**Where the registers sit**

Scale bar: 20 µm.
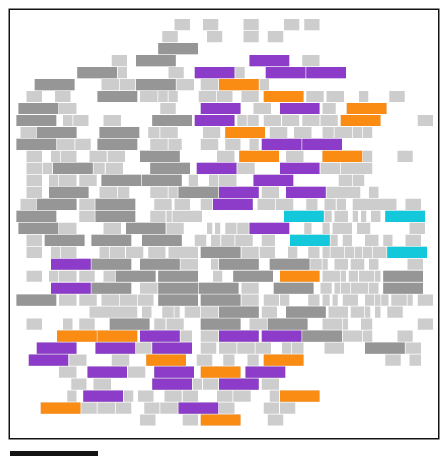
**Congestion heat map**

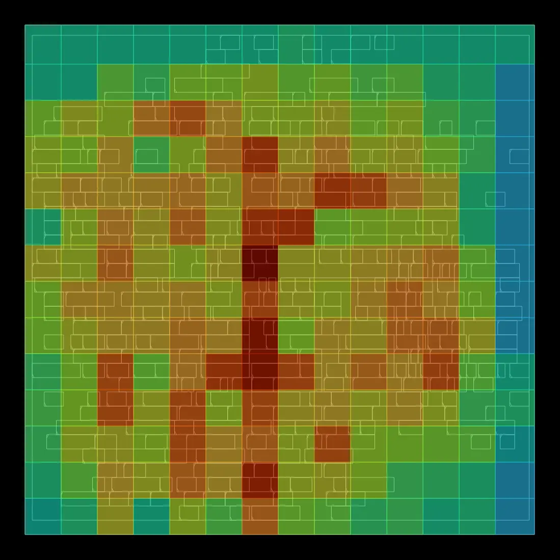
**config.mk**
```make
export PLATFORM = sky130hd
export DESIGN_NAME = systolic_feeder
export DESIGN_NICKNAME = d
export VERILOG_FILES = /design/src/rtl/systolic_feeder.sv
export SDC_FILE = /design/constraint.sdc
export NUM_CORES = 1
export LEC_CHECK = 0
export ABC_CLOCK_PERIOD_IN_PS = 3000
export CAP_MARGIN = 0
export CORE_UTILIZATION = 50
export CTS_BUF_LIST = sky130_fd_sc_hd__clkbuf_4
export CTS_CLUSTER_SIZE = 24
export DETAILED_ROUTE_END_ITERATION = 8
export HOLD_SLACK_MARGIN = 0.12
export PLACE_DENSITY = 0.83
export SETUP_SLACK_MARGIN = 0.2
export SLEW_MARGIN = 30
export SYNTH_ARGS = -nofsm -noshare
export SYNTH_HDL_FRONTEND = slang
export SYNTH_SLANG_ARGS = --single-unit
```
**constraint.sdc**
```tcl
create_clock -name clk -period 3 [get_ports clk]
set_clock_uncertainty 0.05 [all_clocks]
set_input_delay 0.6 -clock clk [delete_from_list [all_inputs] [get_ports clk]]
set_output_delay 0.6 -clock clk [all_outputs]
set_load 0.02 [all_outputs]
```
**src/rtl/systolic_feeder.sv**
```systemverilog
// systolic_feeder: operand staging buffers and diagonal skew feeder for an
// NxN systolic MAC array. A and B are loaded one element per cycle while idle;
// a start pulse streams 2N-1 skewed vectors, drains with zeros, then pulses done.
module systolic_feeder #(
   parameter int unsigned D_W   = 8,
   parameter int unsigned N     = 2,
   parameter int unsigned DRAIN = 2*N,
   localparam int unsigned AW   = (N > 1) ? $clog2(N) : 1
) (
   input  logic               clk,
   input  logic               rst,
   input  logic               wr_en,
   input  logic               wr_sel,
   input  logic [AW-1:0]      wr_row,
   input  logic [AW-1:0]      wr_col,
   input  logic [D_W-1:0]     wr_data,
   input  logic               start,
   output logic               busy,
   output logic               done,
   output logic               init,
   output logic [N*D_W-1:0]   x_flat,
   output logic [N*D_W-1:0]   y_flat
);

   localparam int unsigned LAST_STEP = 2*N - 2;
   localparam int unsigned TW        = $clog2(2*N + DRAIN + 1);

   typedef enum logic [1:0] {ST_IDLE, ST_FEED, ST_DRAIN} state_t;

   state_t           state;
   logic [TW-1:0]    t;
   logic [D_W-1:0]   a_buf [N][N];
   logic [D_W-1:0]   b_buf [N][N];

   logic [TW-1:0]    nxt_step_c;
   logic [N*D_W-1:0] x_nxt_c;
   logic [N*D_W-1:0] y_nxt_c;
   logic             wr_ok_c;

   // Buffer writes only land when idle, not colliding with start, and in range.
   assign wr_ok_c = wr_en && !start && (32'(wr_row) < N) && (32'(wr_col) < N);

   // Skewed vector for the step about to be registered: lane i takes the
   // element whose row+column index sum equals the step.
   always_comb begin
      nxt_step_c = (state == ST_IDLE) ? '0 : t + TW'(1);
      x_nxt_c    = '0;
      y_nxt_c    = '0;
      for (int i = 0; i < int'(N); i++) begin
         for (int k = 0; k < int'(N); k++) begin
            if (i + k == int'(nxt_step_c)) begin
               x_nxt_c[i*D_W +: D_W] = a_buf[i][k];
               y_nxt_c[i*D_W +: D_W] = b_buf[k][i];
            end
         end
      end
   end

   // Sequencer, registered outputs and operand buffers.
   always_ff @(posedge clk or negedge rst) begin
      if (!rst) begin
         state  <= ST_IDLE;
         t      <= '0;
         busy   <= 1'b0;
         done   <= 1'b0;
         init   <= 1'b0;
         x_flat <= '0;
         y_flat <= '0;
         for (int i = 0; i < int'(N); i++) begin
            for (int k = 0; k < int'(N); k++) begin
               a_buf[i][k] <= '0;
               b_buf[i][k] <= '0;
            end
         end
      end else begin
         done <= 1'b0;
         init <= 1'b0;
         case (state)
            ST_IDLE: begin
               x_flat <= '0;
               y_flat <= '0;
               if (start) begin
                  state  <= ST_FEED;
                  t      <= '0;
                  busy   <= 1'b1;
                  init   <= 1'b1;
                  x_flat <= x_nxt_c;
                  y_flat <= y_nxt_c;
               end else if (wr_ok_c) begin
                  if (wr_sel) b_buf[wr_row][wr_col] <= wr_data;
                  else        a_buf[wr_row][wr_col] <= wr_data;
               end
            end
            ST_FEED: begin
               if (32'(t) == LAST_STEP) begin
                  x_flat <= '0;
                  y_flat <= '0;
                  t      <= '0;
                  if (DRAIN == 0) begin
                     state <= ST_IDLE;
                     busy  <= 1'b0;
                     done  <= 1'b1;
                  end else begin
                     state <= ST_DRAIN;
                  end
               end else begin
                  t      <= t + TW'(1);
                  x_flat <= x_nxt_c;
                  y_flat <= y_nxt_c;
               end
            end
            ST_DRAIN: begin
               x_flat <= '0;
               y_flat <= '0;
               if (32'(t) == DRAIN - 1) begin
                  state <= ST_IDLE;
                  t     <= '0;
                  busy  <= 1'b0;
                  done  <= 1'b1;
               end else begin
                  t <= t + TW'(1);
               end
            end
            default: state <= ST_IDLE;
         endcase
      end
   end

endmodule

```
==> impl_metrics.csv <==
group,metric,value,unit
outcome,outcome,"finished, final reports clean",
yosys,top_area_frac,0.580,
yosys,async_flop_share,1.00,
drt,viasPerCell,5.98,
cts,cts_hold_buf,0,
global_route,grt_overflow_total,0,
yosys,top_cells_by_area,"dfrtp_1 (58%), mux2_2 (16%), a221o_1 (5.7%)",
cells_and_area,final_cell_mix,"dfrtp_1 (105), mux2_2 (64), clkdlybuf4s50_1 (48), and2_1 (29), a221o_1 (26)",
cts,cts_tree,"done",
final_timing,rsz0062_at_grt,"false",
hold_path,min_path_type,"in -> async",
cts,clk_pin_slew,160,ps
drt,drt-wirelength-per-cell,18.9,µm
die,coreArea,0.00876,mm²
drt,routed-wl-met2,4.41,mm
yosys,yosysTopAreaCell,"dfrtp_1",
yosys,synth_flop_count,105,
die,ios,50,
placement,port-buffer-count,49,
die,fp.dieW,97.2,µm
cells_and_area,syn_to_final_growth,16.1,%
global_route,track_usage,0.208,
final_timing,period_needed,2480,ps
final_timing,worst_slew_pin_slew,738,ps
placement,dpl.hpwl,6.07,mm
global_route,antenna_found_initial,0,
final_timing,setup_viol,0,
cells_and_area,antenna_cells,0,
drt,wl_met3,418,µm
worst_setup_path,worst_ep_required_time,3300,ps
yosys,ys_area,0.00453,mm²
global_route,grt_max_degree,60,
cells_and_area,drive_gt1_frac,0.283,
global_route,first_global_vias,2920,
power_and_ir_drop,leakage,2.42,nW
power_and_ir_drop,ir_drop,471,µV
final_timing,finalCritPeriodShare,0.826,
drt,remaining_drc_errors,0,
die,die_h,97.2,µm
worst_setup_path,worstSetupStartpointType,"flip-flop",
drt,firstDrtPassIters,4,
drt,drt-initial-drc-count,191,
drt,wl_met1,4.24,mm
final_timing,fin_setup_tns,0,ps
drt,totalWireLength,9.13,mm
placement,placed_area,0.00510,mm²
final_timing,fmax,404,MHz
worst_setup_path,arrival,2780,ps
cts,cts_resized,0,
drt,drtAntennaViolNets,0,
yosys,yosysSeqAreaShare,0.580,
cts,clk_latency,460,ps
cts,cts_buffers,9,
cts,cts_root_buffer,"clkbuf_4",
cts,cts_num_sinks,105,
drt,vias,2889,
die,row_count,34,
die,dieArea,0.00944,mm²
cells_and_area,nets,391,
power_and_ir_drop,p_total,4.82,mW
-- 'where the registers sit' (at the start) --
- a_buf: purple (flops 32)
- t: cyan (flops 4; where middle right)
- x_flat: orange (flops 16)

-- 'congestion heat map' (at the start) --
final core utilization: 0.600
met1 Resource Use GR: 0.293
GR Layer Usage met3: 0.0597
grt met2 use: 0.320

## metal layers
metal	vias to the layer above	GRT usage
li1	1286	-
met5	-	0
met4	0	0.0494
met3	8	0.0597
met2	73	0.320
met1	1522	0.293
## cells in the mapped netlist, types with 2 or more instances
cell type and instances:
mux2i_1 2, and3_1 3, buf_6 5, and2_1 29, nand3b_1 3, a41oi_1 2
nor3b_4 2, dfrtp_1 105, nor2_1 5, a221o_2 6, nand4_1 2, nand2_1 3
a221o_1 26, a31oi_1 4, and2_2 4, clkbuf_1 6, nand3_1 3, o21ai_0 6
mux2_2 64, ha_1 6, buf_2 2, buf_4 4, inv_1 7
## area by class of cell
cell class,count,area [µm²],area share
flip-flops and latches,105,2630,0.500
multi-input cells,190,1760,0.334
repair buffers,57,561,0.107
well taps,108,135,0.0257
clock inverters,7,82.6,0.0157
clock buffers,9,67.6,0.0129
inverters,7,26.3,0.00500
## flip-flops by register name, indices dropped and copies added (netlist names)
name    flops
a_buf      32
busy        1
y_flat     16
init        1
t           4
state       2
x_flat     16
done        1
b_buf      32
## worst max-delay path, delay by kind of cell (launching register included)
family	cells	cell delay [ps]
flip-flops	1	450
buffers and inverters	1	90
AND/OR/NAND/NOR	3	1140
multiplexers	1	390
adder cells (fa/ha/maj)	1	250
## path summary, 6_finish.rpt
check                                     startpoint                endpoint  slack [ps]  cells after the start
worst max-delay path            state[0]$_DFFE_PN0P_    b_buf[9]$_DFFE_PN0P_         520                      6
worst min-delay path                             rst        t[3]$_DFFE_PN0P_         130                      1
worst max register to register  state[0]$_DFFE_PN0P_    b_buf[9]$_DFFE_PN0P_         520                      6
worst min register to register  a_buf[2]$_DFFE_PN0P_  x_flat[10]$_DFFE_PN0P_         460                      1
max in group asynchronous                        rst   x_flat[1]$_DFFE_PN0P_        2030                      2
min in group clk                a_buf[2]$_DFFE_PN0P_  x_flat[10]$_DFFE_PN0P_         460                      1
## cells by family after synthesis
kind of cell	Yosys count	share of synthesized area
flops	105	0.580
mux	66	0.164
simple gates	64	0.0956
compound gates	53	0.110
buf+inv	24	0.0321
fa+ha+maj	6	0.0166
xor+xnor	1	0.00193
## through the flow
| stage | worst slack (ps) | util | std cells | hold WS, ps |
|---|---|---|---|---|
| floorplan | 854 | - | 319 | 254 |
| global placement | 345 | 0.583 | 467 | 429 |
| detailed placement | 262 | 0.583 | 467 | 436 |
| CTS | 541 | 0.600 | 483 | 129 |
| global route | 314 | 0.600 | 483 | 150 |
| finish | 522 | 0.600 | 483 | 126 |
## power by group
group          total [mW]  switching [mW]  internal [mW]
Sequential           2.30           0.328           1.97
Combinational        1.75           0.858          0.892
Clock               0.769           0.497          0.271
Power figures rest on the tool's default switching activity, not on a simulated workload.
